`config.mk`:
```
export PLATFORM = sky130hd
export DESIGN_NAME = sc_reg_shift_sink
export DESIGN_NICKNAME = d
export VERILOG_FILES = /design/src/rtl/sc_reg_shift_sink.sv
export SDC_FILE = /design/constraint.sdc
export NUM_CORES = 1
export LEC_CHECK = 0
export ABC_CLOCK_PERIOD_IN_PS = 1860
export CAP_MARGIN = 20
export CORE_ASPECT_RATIO = 0.6
export CORE_MARGIN = 2
export CORE_UTILIZATION = 47
export DETAILED_ROUTE_END_ITERATION = 10
export GPL_TIMING_DRIVEN = 0
export PLACE_DENSITY = 0.81
export SLEW_MARGIN = 10
export SYNTH_ARGS = -nofsm -noshare
export SYNTH_HDL_FRONTEND = slang
export SYNTH_SLANG_ARGS = --single-unit
```
`constraint.sdc`:
```
create_clock -name SC_RegFIXED_CLOCK_50 -period 1.86 [get_ports SC_RegFIXED_CLOCK_50]
set_clock_uncertainty 0.2 [all_clocks]
set_input_delay 0.372 -clock SC_RegFIXED_CLOCK_50 [delete_from_list [all_inputs] [get_ports SC_RegFIXED_CLOCK_50]]
set_output_delay 0.372 -clock SC_RegFIXED_CLOCK_50 [all_outputs]
set_load 0.02 [all_outputs]
```
`src/rtl/sc_reg_shift_sink.sv`:
```
// Writable datapath register with a one-bit-per-clock shift engine (start/busy/done).
// Optional carry-out of the last shifted bit when SC_REGSINK_CARRY_EN is defined.
module sc_reg_shift_sink #(
  parameter int                       DATAWIDTH_BUS = 32,
  parameter logic [DATAWIDTH_BUS-1:0] DATA_REG_INIT = '0,
  parameter int                       SHAMT_WIDTH   = 5
) (
  input  logic                     SC_RegFIXED_CLOCK_50,
  input  logic                     SC_RegFIXED_RESET_InHigh,
  input  logic [DATAWIDTH_BUS-1:0] SC_RegSINK_data_InBUS,
  input  logic                     SC_RegSINK_load_In,
  input  logic                     SC_RegSINK_clear_In,
  input  logic                     SC_RegSINK_start_In,
  input  logic                     SC_RegSINK_dir_In,
  input  logic                     SC_RegSINK_arith_In,
  input  logic [SHAMT_WIDTH-1:0]   SC_RegSINK_shamt_In,
  output logic [DATAWIDTH_BUS-1:0] SC_RegSINK_data_OutBUS,
  output logic                     SC_RegSINK_busy_Out,
  output logic                     SC_RegSINK_done_Out,
  output logic                     SC_RegSINK_zero_Out
`ifdef SC_REGSINK_CARRY_EN
  ,
  output logic                     SC_RegSINK_carry_Out
`endif
);

  typedef enum logic [1:0] {IDLE, SHIFT, DONE} state_t;

  state_t                   state;
  logic [DATAWIDTH_BUS-1:0] data_q;
  logic [SHAMT_WIDTH-1:0]   cnt;
  logic                     dir_q;
  logic                     arith_q;
  logic                     busy_q;
  logic                     done_q;
  logic [DATAWIDTH_BUS-1:0] shifted;
  logic                     shout;

  // One-bit shift using the direction/fill latched at start.
  always_comb begin
    shifted = {data_q[DATAWIDTH_BUS-2:0], 1'b0};
    shout   = data_q[DATAWIDTH_BUS-1];
    if (dir_q) begin
      shifted = {arith_q & data_q[DATAWIDTH_BUS-1], data_q[DATAWIDTH_BUS-1:1]};
      shout   = data_q[0];
    end
  end

  always_ff @(posedge SC_RegFIXED_CLOCK_50 or posedge SC_RegFIXED_RESET_InHigh) begin
    if (SC_RegFIXED_RESET_InHigh) begin
      state   <= IDLE;
      data_q  <= DATA_REG_INIT;
      cnt     <= '0;
      dir_q   <= 1'b0;
      arith_q <= 1'b0;
      busy_q  <= 1'b0;
      done_q  <= 1'b0;
    end else if (SC_RegSINK_clear_In) begin
      state  <= IDLE;
      data_q <= '0;
      cnt    <= '0;
      busy_q <= 1'b0;
      done_q <= 1'b0;
    end else begin
      case (state)
        IDLE: begin
          if (SC_RegSINK_load_In) begin
            data_q <= SC_RegSINK_data_InBUS;
          end else if (SC_RegSINK_start_In) begin
            if (|SC_RegSINK_shamt_In) begin
              state   <= SHIFT;
              cnt     <= SC_RegSINK_shamt_In;
              dir_q   <= SC_RegSINK_dir_In;
              arith_q <= SC_RegSINK_arith_In;
              busy_q  <= 1'b1;
            end else begin
              state  <= DONE;
              done_q <= 1'b1;
            end
          end
        end
        SHIFT: begin
          data_q <= shifted;
          cnt    <= cnt - 1'b1;
          if (cnt == SHAMT_WIDTH'(1)) begin
            state  <= DONE;
            busy_q <= 1'b0;
            done_q <= 1'b1;
          end
        end
        DONE: begin
          state  <= IDLE;
          done_q <= 1'b0;
        end
        default: begin
          state  <= IDLE;
          busy_q <= 1'b0;
          done_q <= 1'b0;
        end
      endcase
    end
  end

`ifdef SC_REGSINK_CARRY_EN
  logic carry_q;

  always_ff @(posedge SC_RegFIXED_CLOCK_50 or posedge SC_RegFIXED_RESET_InHigh) begin
    if (SC_RegFIXED_RESET_InHigh)
      carry_q <= 1'b0;
    else if (SC_RegSINK_clear_In)
      carry_q <= 1'b0;
    else if (state == SHIFT)
      carry_q <= shout;
    else if (state == IDLE && SC_RegSINK_load_In)
      carry_q <= 1'b0;
  end

  assign SC_RegSINK_carry_Out = carry_q;
`else
  logic unused_shout;
  assign unused_shout = shout;
`endif

  assign SC_RegSINK_data_OutBUS = data_q;
  assign SC_RegSINK_zero_Out    = (data_q == '0);
  assign SC_RegSINK_busy_Out    = busy_q;
  assign SC_RegSINK_done_Out    = done_q;

endmodule

```
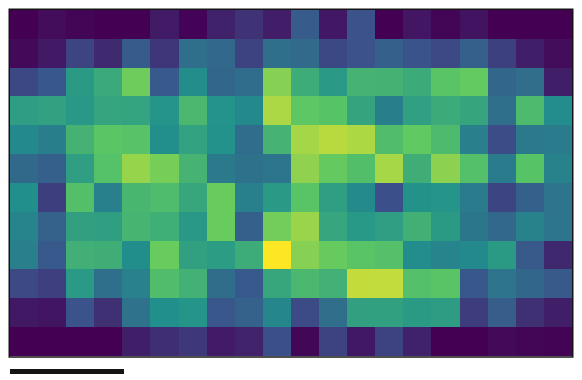
wire_density.png
Bar = 20 um. 20 x 12 tiles, from dark purple (low) to yellow (high), scaled to the fullest tile. Values are wire area over tile area, all layers added.
densest ninth of the die: centre
fullest tile: 0.48
tiles over half the peak: 43%
mean over tiles: 0.20
nearly empty tiles: 7.9%
GRT Overall Usage: 25.8%
drt total wl: 7480 um
via count: 2491
Avg WL per Cell: 17.4 um

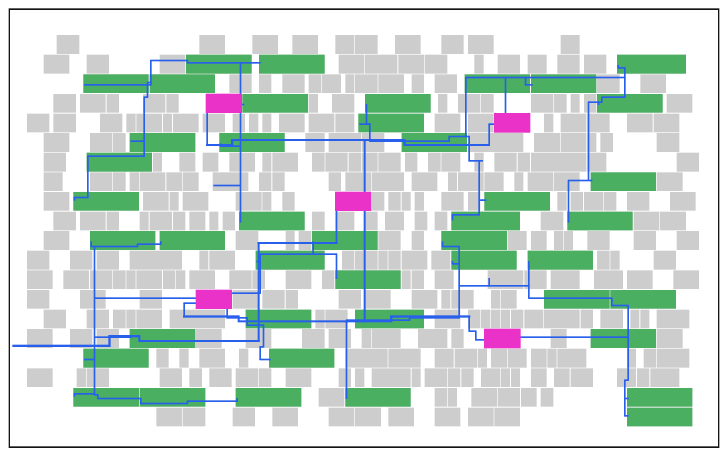
clock_map.png
[green] flip-flops | count: 43
[blue] clock wires | length: 617 um
[magenta] cells driving clock nets | count: 5
routed clock nets: 6

==> qor.txt <==
Post-Syn Instances -> 264
Cell taking the most area after synthesis -> dfrtp_1
Reg2reg end -> cnt[3]
Number of max-cap violations -> 0
First-pass GRT wire length -> 12000 um
Worst-Skew Late Latency -> 310 ps
M2 GR Usage -> 39.0%
Met1 Usage GRT -> 37.0%
Startpoint types -> register
Seq share, synth -> 43.0%
DP HPWL -> 5220 um
Clock sinks -> 43
Max reg flops -> 32
Area grow syn2layout -> 46.3%
Std-Cell Rows -> 20
Status -> finished, violations left
Post-synth ARST share -> 100%
Power Total -> 2.91 mW
Final Instance Area -> 3660 um2
Flops after synth -> 43
Pwr dens -> 793 nW/um2
Routed vias/inst -> 5.78
Htree depth -> 2
Die width -> 98.2 um
Fin cells -> 431
Failing checks -> negative setup slack
Most numerous logic cells after layout -> 43 x clkdlybuf4s50_1, 40 x nor2_1, 39 x dfrtp_1, 35 x a21oi_1, 33 x o2bb2ai_1
CP max FO -> 2
Yosys top cell area share -> 43.0%
Tcrit/Tclk final -> 114%
CTS root buf -> clkbuf_8
Fp_density -> 49.1%
Worst path arrival time -> 1540 ps
Antenna violations before repair -> 0
Setup TNS -> -253 ps
Final WS setup -> -253 ps
Final Setup Violations -> 1
Setup slack, reg-to-reg -> 80 ps
Vias in the first global route -> 2331
Tool warning count -> 29
Final Util -> 71.8%
Synthesized area -> 2500 um2
Hold WC Path Type -> in2async
Met3 wire len -> 618 um
Minimum clock period -> 2110 ps
Pin slew with the least headroom to its limit -> 431 ps
[layout make-up]
class	instances	share of cell area, %
Buffer	21	3.18
Clock buffer	8	2.73
Inverter	8	0.819
Multi-Input combinational cell	192	37.7
Sequential cell	43	29.5
Tap cell	66	2.25
Timing Repair Buffer	93	23.8
[report_power, final]
part	total (mW)	switching (mW)	internal, mW	leakage (nW)
Combinational	1.06	0.549	0.508	1.11
Sequential	1.17	0.132	1.04	0.565
Clock	0.681	0.342	0.339	0.0515
[kinds of logic after synthesis]
family                     synth area share [%]
AOI/OAI and AO/OA                          24.2
buffers and inverters                      5.44
and+or+nand+nor                            13.5
muxes                                      12.9
DFF                                        43.0
adders and majority gates                 0.999
[worst max-delay path, stage by stage (launching register included)]
cell     delay, ps
dfrtp_2        440
nor4_4         300
nand4_1        180
nor2_2         160
buf_4          150
Power is estimated from default activity; no workload was simulated.
